<file path="src/rtl/alu_issue_pkg.sv">
// Shared constants and payload types for the ID/EX ALU issue stage.
// Build option: ALU_ISSUE_ILLEGAL_TRAP_EN (consumed by id_ex_alu_issue).
package alu_issue_pkg;

   localparam int unsigned DW = 32;
   localparam int unsigned RW = 5;

   // ALU operation codes
   localparam logic [4:0] ALU_ADD = 5'd0;
   localparam logic [4:0] ALU_SUB = 5'd1;
   localparam logic [4:0] ALU_AND = 5'd2;
   localparam logic [4:0] ALU_OR  = 5'd3;
   localparam logic [4:0] ALU_XOR = 5'd4;
   localparam logic [4:0] ALU_NOR = 5'd5;
   localparam logic [4:0] ALU_SLL = 5'd6;
   localparam logic [4:0] ALU_SRL = 5'd7;
   localparam logic [4:0] ALU_SRA = 5'd8;
   localparam logic [4:0] ALU_SLT = 5'd9;

   localparam logic [5:0] OP_RTYPE = 6'h00;
   localparam logic [5:0] OP_BEQ   = 6'h04;
   localparam logic [5:0] OP_BNE   = 6'h05;
   localparam logic [5:0] OP_ADDI  = 6'h08;
   localparam logic [5:0] OP_ADDIU = 6'h09;
   localparam logic [5:0] OP_SLTI  = 6'h0A;
   localparam logic [5:0] OP_SLTIU = 6'h0B;
   localparam logic [5:0] OP_ANDI  = 6'h0C;
   localparam logic [5:0] OP_ORI   = 6'h0D;
   localparam logic [5:0] OP_XORI  = 6'h0E;
   localparam logic [5:0] OP_LUI   = 6'h0F;
   localparam logic [5:0] OP_LW    = 6'h23;
   localparam logic [5:0] OP_SW    = 6'h2B;

   localparam logic [5:0] F_SLL  = 6'h00;
   localparam logic [5:0] F_SRL  = 6'h02;
   localparam logic [5:0] F_SRA  = 6'h03;
   localparam logic [5:0] F_SLLV = 6'h04;
   localparam logic [5:0] F_SRLV = 6'h06;
   localparam logic [5:0] F_SRAV = 6'h07;
   localparam logic [5:0] F_ADD  = 6'h20;
   localparam logic [5:0] F_ADDU = 6'h21;
   localparam logic [5:0] F_SUB  = 6'h22;
   localparam logic [5:0] F_SUBU = 6'h23;
   localparam logic [5:0] F_AND  = 6'h24;
   localparam logic [5:0] F_OR   = 6'h25;
   localparam logic [5:0] F_XOR  = 6'h26;
   localparam logic [5:0] F_NOR  = 6'h27;
   localparam logic [5:0] F_SLT  = 6'h2A;
   localparam logic [5:0] F_SLTU = 6'h2B;

   typedef enum logic [1:0] {IN1_RS, IN1_SHAMT, IN1_RS5, IN1_C16} in1_sel_e;
   typedef enum logic       {IN2_RT, IN2_IMM} in2_sel_e;

   typedef struct packed {
      logic [4:0]    conf;
      logic          sign;
      in1_sel_e      in1_sel;
      in2_sel_e      in2_sel;
      logic [RW-1:0] rs;
      logic [RW-1:0] rt;
      logic [RW-1:0] rd;
      logic [RW-1:0] shamt;
      logic [DW-1:0] imm;
      logic          reg_wr;
      logic          illegal;
   } dec_t;

   typedef struct packed {
      logic          valid;
      logic [4:0]    conf;
      logic          sign;
      logic [DW-1:0] in1;
      logic [DW-1:0] in2;
      logic [RW-1:0] rd;
      logic          reg_wr;
      logic          illegal;
   } ex_t;

   // Youngest producer wins; register 0 is never forwarded.
   function automatic logic [DW-1:0] fwd_mux(input logic [RW-1:0] src,
                                             input logic [DW-1:0] rf_data,
                                             input logic          exm_wr,
                                             input logic [RW-1:0] exm_rd,
                                             input logic [DW-1:0] exm_data,
                                             input logic          mwb_wr,
                                             input logic [RW-1:0] mwb_rd,
                                             input logic [DW-1:0] mwb_data);
      logic [DW-1:0] r;
      r = rf_data;
      if (src != RW'(0)) begin
         if (exm_wr && (exm_rd == src))      r = exm_data;
         else if (mwb_wr && (mwb_rd == src)) r = mwb_data;
      end
      return r;
   endfunction

endpackage

</file>
<file path="src/rtl/alu_op_decoder.sv">
// Combinational MIPS decode: instruction word -> ALU conf/sign, operand selects,
// destination register, write enable and illegal flag.
import alu_issue_pkg::*;

module alu_op_decoder (
   input  logic [DW-1:0] instr,
   output dec_t          dec
);

   logic [5:0]  op;
   logic [5:0]  funct;
   logic [15:0] imm16;

   always_comb begin
      op    = instr[31:26];
      funct = instr[5:0];
      imm16 = instr[15:0];

      dec         = '0;
      dec.conf    = ALU_ADD;
      dec.in1_sel = IN1_RS;
      dec.in2_sel = IN2_RT;
      dec.rs      = instr[25:21];
      dec.rt      = instr[20:16];
      dec.rd      = instr[20:16];
      dec.shamt   = instr[10:6];
      dec.imm     = {{16{imm16[15]}}, imm16};

      case (op)
         OP_RTYPE: begin
            dec.rd     = instr[15:11];
            dec.reg_wr = (instr[15:11] != 5'd0);
            case (funct)
               F_ADD, F_ADDU: begin
                  dec.conf = ALU_ADD;
                  dec.sign = (funct == F_ADD);
               end
               F_SUB, F_SUBU: begin
                  dec.conf = ALU_SUB;
                  dec.sign = (funct == F_SUB);
               end
               F_SLT, F_SLTU: begin
                  dec.conf = ALU_SLT;
                  dec.sign = (funct == F_SLT);
               end
               F_AND:  dec.conf = ALU_AND;
               F_OR:   dec.conf = ALU_OR;
               F_XOR:  dec.conf = ALU_XOR;
               F_NOR:  dec.conf = ALU_NOR;
               F_SLL:  begin dec.conf = ALU_SLL; dec.in1_sel = IN1_SHAMT; end
               F_SRL:  begin dec.conf = ALU_SRL; dec.in1_sel = IN1_SHAMT; end
               F_SRA:  begin dec.conf = ALU_SRA; dec.in1_sel = IN1_SHAMT; end
               F_SLLV: begin dec.conf = ALU_SLL; dec.in1_sel = IN1_RS5;   end
               F_SRLV: begin dec.conf = ALU_SRL; dec.in1_sel = IN1_RS5;   end
               F_SRAV: begin dec.conf = ALU_SRA; dec.in1_sel = IN1_RS5;   end
               default: begin
                  dec.illegal = 1'b1;
                  dec.reg_wr  = 1'b0;
               end
            endcase
         end
         OP_ADDI, OP_ADDIU: begin
            dec.conf    = ALU_ADD;
            dec.sign    = (op == OP_ADDI);
            dec.in2_sel = IN2_IMM;
            dec.reg_wr  = 1'b1;
         end
         OP_SLTI, OP_SLTIU: begin
            dec.conf    = ALU_SLT;
            dec.sign    = (op == OP_SLTI);
            dec.in2_sel = IN2_IMM;
            dec.reg_wr  = 1'b1;
         end
         OP_ANDI, OP_ORI, OP_XORI: begin
            dec.conf    = (op == OP_ANDI) ? ALU_AND : (op == OP_ORI) ? ALU_OR : ALU_XOR;
            dec.imm     = {16'h0000, imm16};
            dec.in2_sel = IN2_IMM;
            dec.reg_wr  = 1'b1;
         end
         // lui is issued as a 16-bit left shift of the zero-extended immediate
         OP_LUI: begin
            dec.conf    = ALU_SLL;
            dec.in1_sel = IN1_C16;
            dec.imm     = {16'h0000, imm16};
            dec.in2_sel = IN2_IMM;
            dec.reg_wr  = 1'b1;
         end
         OP_LW, OP_SW: begin
            dec.conf    = ALU_ADD;
            dec.in2_sel = IN2_IMM;
            dec.reg_wr  = (op == OP_LW);
         end
         OP_BEQ, OP_BNE: begin
            dec.conf = ALU_SUB;
         end
         default: begin
            dec.illegal = 1'b1;
         end
      endcase
   end

endmodule

</file>
<file path="src/rtl/id_ex_alu_issue.sv">
// ID/EX register feeding the EX ALU: decode, operand forwarding, stall/flush.
// Build option: ALU_ISSUE_ILLEGAL_TRAP_EN issues illegal instructions as flagged no-write ops.
import alu_issue_pkg::*;

module id_ex_alu_issue (
   input  logic          clk,
   input  logic          reset,
   input  logic          id_valid,
   input  logic [31:0]   id_instr,
   input  logic [31:0]   id_rs_data,
   input  logic [31:0]   id_rt_data,
   input  logic          exm_wr,
   input  logic [4:0]    exm_rd,
   input  logic [31:0]   exm_data,
   input  logic          mwb_wr,
   input  logic [4:0]    mwb_rd,
   input  logic [31:0]   mwb_data,
   input  logic          stall,
   input  logic          flush,
   output logic          ex_valid,
   output logic [4:0]    ex_alu_conf,
   output logic          ex_alu_sign,
   output logic [31:0]   ex_alu_in1,
   output logic [31:0]   ex_alu_in2,
   output logic [4:0]    ex_rd,
   output logic          ex_reg_wr,
   output logic          ex_illegal
);

   dec_t          dec;
   ex_t           load;
   ex_t           ex_d;
   ex_t           ex_q;
   logic [DW-1:0] rs_fwd;
   logic [DW-1:0] rt_fwd;

   alu_op_decoder u_dec (
      .instr (id_instr),
      .dec   (dec)
   );

   // Build the would-be EX payload, then apply flush/stall priority.
   always_comb begin
      rs_fwd = fwd_mux(dec.rs, id_rs_data, exm_wr, exm_rd, exm_data, mwb_wr, mwb_rd, mwb_data);
      rt_fwd = fwd_mux(dec.rt, id_rt_data, exm_wr, exm_rd, exm_data, mwb_wr, mwb_rd, mwb_data);

      load = '0;
      if (id_valid && !dec.illegal) begin
         load.valid  = 1'b1;
         load.conf   = dec.conf;
         load.sign   = dec.sign;
         load.rd     = dec.rd;
         load.reg_wr = dec.reg_wr;
         case (dec.in1_sel)
            IN1_SHAMT: load.in1 = {27'b0, dec.shamt};
            IN1_RS5:   load.in1 = {27'b0, rs_fwd[4:0]};
            IN1_C16:   load.in1 = DW'(16);
            default:   load.in1 = rs_fwd;
         endcase
         load.in2 = (dec.in2_sel == IN2_IMM) ? dec.imm : rt_fwd;
      end
`ifdef ALU_ISSUE_ILLEGAL_TRAP_EN
      else if (id_valid) begin
         load.valid   = 1'b1;
         load.illegal = 1'b1;
      end
`endif

      ex_d = ex_q;
      if (flush)       ex_d = '0;
      else if (!stall) ex_d = load;
   end

   always_ff @(posedge clk) begin
      if (reset) ex_q <= '0;
      else       ex_q <= ex_d;
   end

   assign ex_valid    = ex_q.valid;
   assign ex_alu_conf = ex_q.conf;
   assign ex_alu_sign = ex_q.sign;
   assign ex_alu_in1  = ex_q.in1;
   assign ex_alu_in2  = ex_q.in2;
   assign ex_rd       = ex_q.rd;
   assign ex_reg_wr   = ex_q.reg_wr;
   assign ex_illegal  = ex_q.illegal;

endmodule

</file>
<file path="config.mk">
export PLATFORM = sky130hd
export DESIGN_NAME = id_ex_alu_issue
export DESIGN_NICKNAME = d
export VERILOG_FILES = /design/src/rtl/alu_issue_pkg.sv /design/src/rtl/alu_op_decoder.sv /design/src/rtl/id_ex_alu_issue.sv
export SDC_FILE = /design/constraint.sdc
export NUM_CORES = 1
export LEC_CHECK = 0
export ABC_AREA = 1
export CAP_MARGIN = 5
export CORE_UTILIZATION = 30
export DETAILED_ROUTE_END_ITERATION = 16
export PLACE_DENSITY_LB_ADDON = 0.15
export SKIP_LAST_GASP = 1
export SLEW_MARGIN = 30
export SYNTH_ARGS = -nofsm -noshare
export SYNTH_HDL_FRONTEND = slang
export SYNTH_SLANG_ARGS = --single-unit
</file>
<file path="constraint.sdc">
create_clock -name clk -period 2.1 [get_ports clk]
set_clock_uncertainty 0.05 [all_clocks]
set_input_delay 0.42 -clock clk [delete_from_list [all_inputs] [get_ports clk]]
set_output_delay 0.42 -clock clk [all_outputs]
set_load 0.1 [all_outputs]
</file>
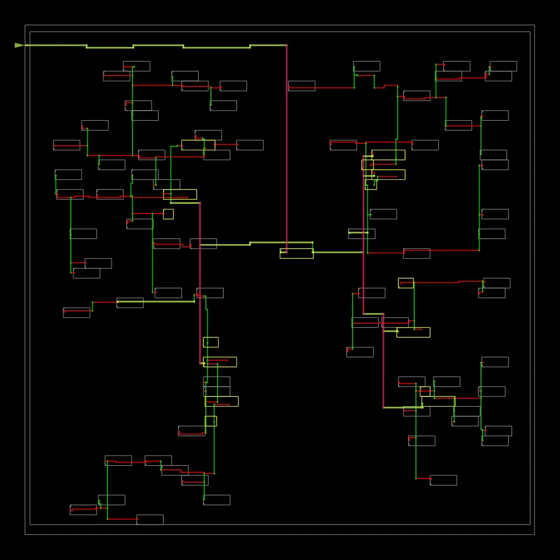
Fig. 1. The clock network.
Clk Latency, worst-skew pair: 0.35 ns
CTS buffer count: 9
Clk power: 1.57 mW
flop count: 76

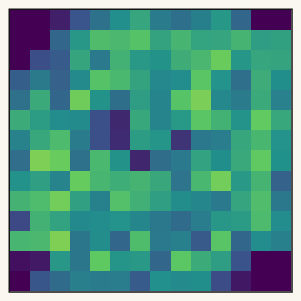
Fig. 2. Placement density heat map.
(2 px per micron) 14 x 14 tiles, from dark purple (low) to yellow (high), 0 to 100% covered.
emptiest ninth of the die	north-west
fullest tile	80%
nearly empty tiles	6.1%
tiles over 75% full	6.1%
mean over tiles	47%
floorplan utilization: 30.70%
Core Util, Final: 51.36%
core area: 18770 sq um

==> metrics.yaml <==
fin_nets: 1485
powerDensity_nw_per_um2: 444.3
top_logic_kind: "simple AND/OR/NAND/NOR gates"
ys_sh_aoi_pct: 19.74
drt-initial-drc-count: 432
fmax_ghz: 0.4912
portBuffers: 252
ant_nets: 0
mux_share_pct: 0
crit_fanout: 10
slew_viol_final: 0
timing.setup.tns_ns: 0
root_buffer: "clkbuf_16"
netlist_instances: 994
r2r_start: "ex_reg_wr"
antenna_cells: 0
max_slew_margin_pct: 41.49
holdCritStartpoint: "ex_alu_in1[22]"
ys_types: 33
warnings: 27
crit_arrival_ns: 2.23
crit_type: "input port to flip-flop"
edf_count: 0
synthXorXnorAreaFrac_pct: 0
yosys-stat-cells: 994
peakVddDrop_mv: 0.3140
netlist_area_sq_um: 5762
drt_pass1_iterations: 5
ff_type: "dfxtp_1"
cts_tree: "done"
yosys-stat-area_sq_um: 5762
grt_pass1_vias: 6702
run_status: "completed"
tightest_slew_ns: 0.8777
grt_pass1_wl_mm: 36.31
syn2layout_area_growth_pct: 67.30
finalClockPeriodUsage_pct: 96.95
dieHeight_microns: 140.6
rows: 50
synth_seq_share_pct: 26.41
r2r_slack_ns: 1.34
ys_top_cells_by_area: "dfxtp_1 26%, nand2_1 25%, inv_1 7.1%"
finish.instance_area_sq_um: 9639
final-setup-viol-count: 0
fillers: 1938
synthArstFlopShare_pct: 0
io_pins: 255
required_ns: 2.29
timing.rr.end: "ex_reg_wr"
simple_gate_share_pct: 40.76
placed_cell_area_sq_um: 8954
gp_congestion: 0.8663
ys.warnings.count: 0
crit_path_end_kind: "flip-flop"
hold_depth: 2
ff2ff_path_depth: 2
final_layout_size_suffix_gt1_share_pct: 23.53
grt_usage_pct: 23.97
avgSynthCellArea_sq_um: 5.797
cts_buffer_depth: 2
chipWidth_microns: 140.6
logic_area_sq_um: 3627
p_leak_nw: 4.732
drt_wl_total_mm: 24.59
wl_per_cell_microns: 15.90
via_per_inst: 4.688
grt_overflow: 0
die_area_sq_um: 19760
antenna_found_initial: 0
grt_max_degree: 77
fin_hold_ws_ns: 0.4134
hp-class: "flip-flop to flip-flop"
startpoint_type: "input port"
dp_hpwl_mm: 18.61
drv_cap: 0
num_vias: 7253
cts.htree.levels: 3
largest_area_cell: "dfxtp_1"
final-hold-violation-count: 0
cts.sinks: 76
fa_ha_area_share_pct: 0
worstHoldEndpoint: "ex_alu_in1[22]"
drcViolationCount: 0
numSynthFlops: 76
clk_pin_slew_ns: 0.07
yosysTopAreaCellShare_pct: 26.41
finalCriticalPeriod_ns: 2.036
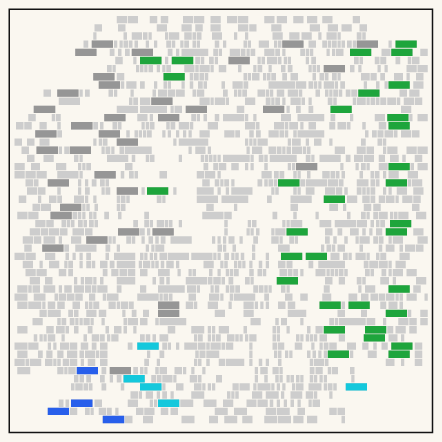
Fig. 3. Register map, names as in the netlist.
(3 px per micron) Other sequential cells in the stronger grey, the rest of the logic in the fainter grey.
colour	signal	placed flops
blue	ex_alu_conf	4
green	ex_alu_in1	32
cyan	ex_rd	5
not coloured	35
Seq area share: 15.78%
FF/Latch Area: 1521 sq um
Seq power: 1.46 mW

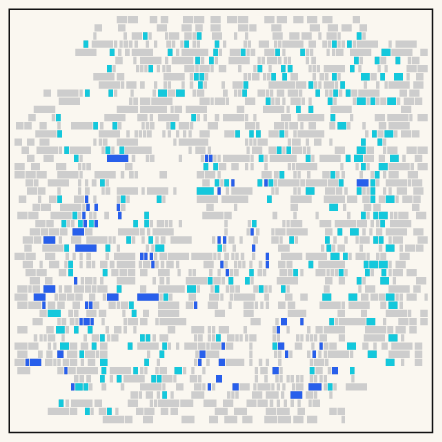
Fig. 4. Logic cells by family.
(3 px per micron)
colour	family	cells	most used
blue	nor cells	65	nor2_1
cyan	aoi and oai cells	202	a21oi_1

critical path: stages:
cell and delay [ns]:
clkdlybuf4s50_1 0.54, inv_2 0.05, nand2_1 0.05, nand2_1 0.07, nor2_4 0.12, nand3_4 0.15
buf_4 0.18, clkbuf_16 0.15, o21ai_0 0.25, o21ai_2 0.12, nand2_2 0.07, a21oi_2 0.04
routing by layer:
metal  share of wire [%]  track usage (%)
met2                  46            39.34
met4                 1.7            6.350
met1                  46            33.08
met5                   0                0
met3                 6.2            2.989
cell type report:
cell class                      count  area share (%)
Multi-Input combinational cell    744           37.63
Timing Repair Buffer              357           35.85
Sequential cell                    76           15.78
Inverter                          120           4.699
Tap cell                          234           3.037
Clock buffer                        9           2.336
Clock inverter                      7          0.6620
cell usage in the layout (no fill, tap or decap), types with 7 or more instances in the layout:
cell type,Yosys,routed
o21ai_1,43,39
nand2_2,24,25
clkdlybuf4s50_1,0,155
nor2_2,3,10
nand3_2,7,7
inv_2,11,13
a21oi_1,76,71
clkbuf_16,0,13
nand2_1,378,376
nor2_1,53,43
inv_1,109,106
buf_12,2,16
o21ai_0,52,51
buf_4,7,159
o21ai_2,5,10
a21oi_2,20,24
nor2_4,4,8
dfxtp_1,76,76
nand3_1,56,54
dlymetal6s2s_1,0,19
worst max-delay path by stage:
stage | start | end | slack, ns | cells past startpoint
global placement | id_instr[19] | ex_alu_in2[10] | -0.44 | 13
floorplan | id_instr[5] | ex_alu_in1[23] | 0.40 | 9
global route | id_instr[29] | ex_alu_in2[17] | -0.01 | 14
CTS | id_instr[19] | ex_alu_in2[19] | -0.02 | 12
detailed placement | id_instr[28] | ex_alu_in1[18] | -0.47 | 12
finish | id_instr[24] | ex_alu_in1[14] | 0.06 | 12
sequential cells by signal (all words and copies together), names as in the netlist:
register     cells
ex_alu_conf      4
ex_alu_in1      32
ex_alu_in2      32
ex_alu_sign      1
ex_rd            5
ex_reg_wr        1
ex_valid         1
synthesized netlist by cell type, types with 4 or more instances:
library cell / n
o21ai_2: 5
nand3_2: 7
nand2_1: 378
nor2_1: 53
buf_2: 19
nand2_2: 24
dfxtp_1: 76
inv_2: 11
nand4_1: 4
a21oi_2: 20
a21oi_1: 76
inv_1: 109
o21ai_0: 52
buf_4: 7
nor2_4: 4
nand3_1: 56
o21ai_1: 43
clkbuf_1: 27
metrics by stage:
stage               worst slack (ns)  std cells  total power [mW]
floorplan                     0.4010        995             2.051
global placement             -0.4432       1517             2.683
detailed placement           -0.4696       1517             2.683
CTS                         -0.01556       1538             4.278
global route                -0.01306       1547             4.472
finish                       0.06401       1547             4.283
cells by family (layout without fill, tap and decap cells):
group,Yosys count,count (layout)
and+or+nand+nor,538,539
DFF,76,76
other,1,2
buffers and inverters,176,493
AOI/OAI and AO/OA,203,203
power by group:
part	total [mW]	internal, mW	switching [mW]
registers	1.46	1.45	0.00596
logic	1.25	0.607	0.647
clock network	1.57	0.829	0.744
total	4.28	2.89	1.40
timing repair:
item | in CTS | in global routing
pin swaps | 4 | 11
buffers inserted | 3 | 5
resized | 8 | 48
hold buffers | 0 | 0
endpoints found under the setup margin | 43 | 66
cloned | 2 | 4
Power and IR drop assume default switching activity.
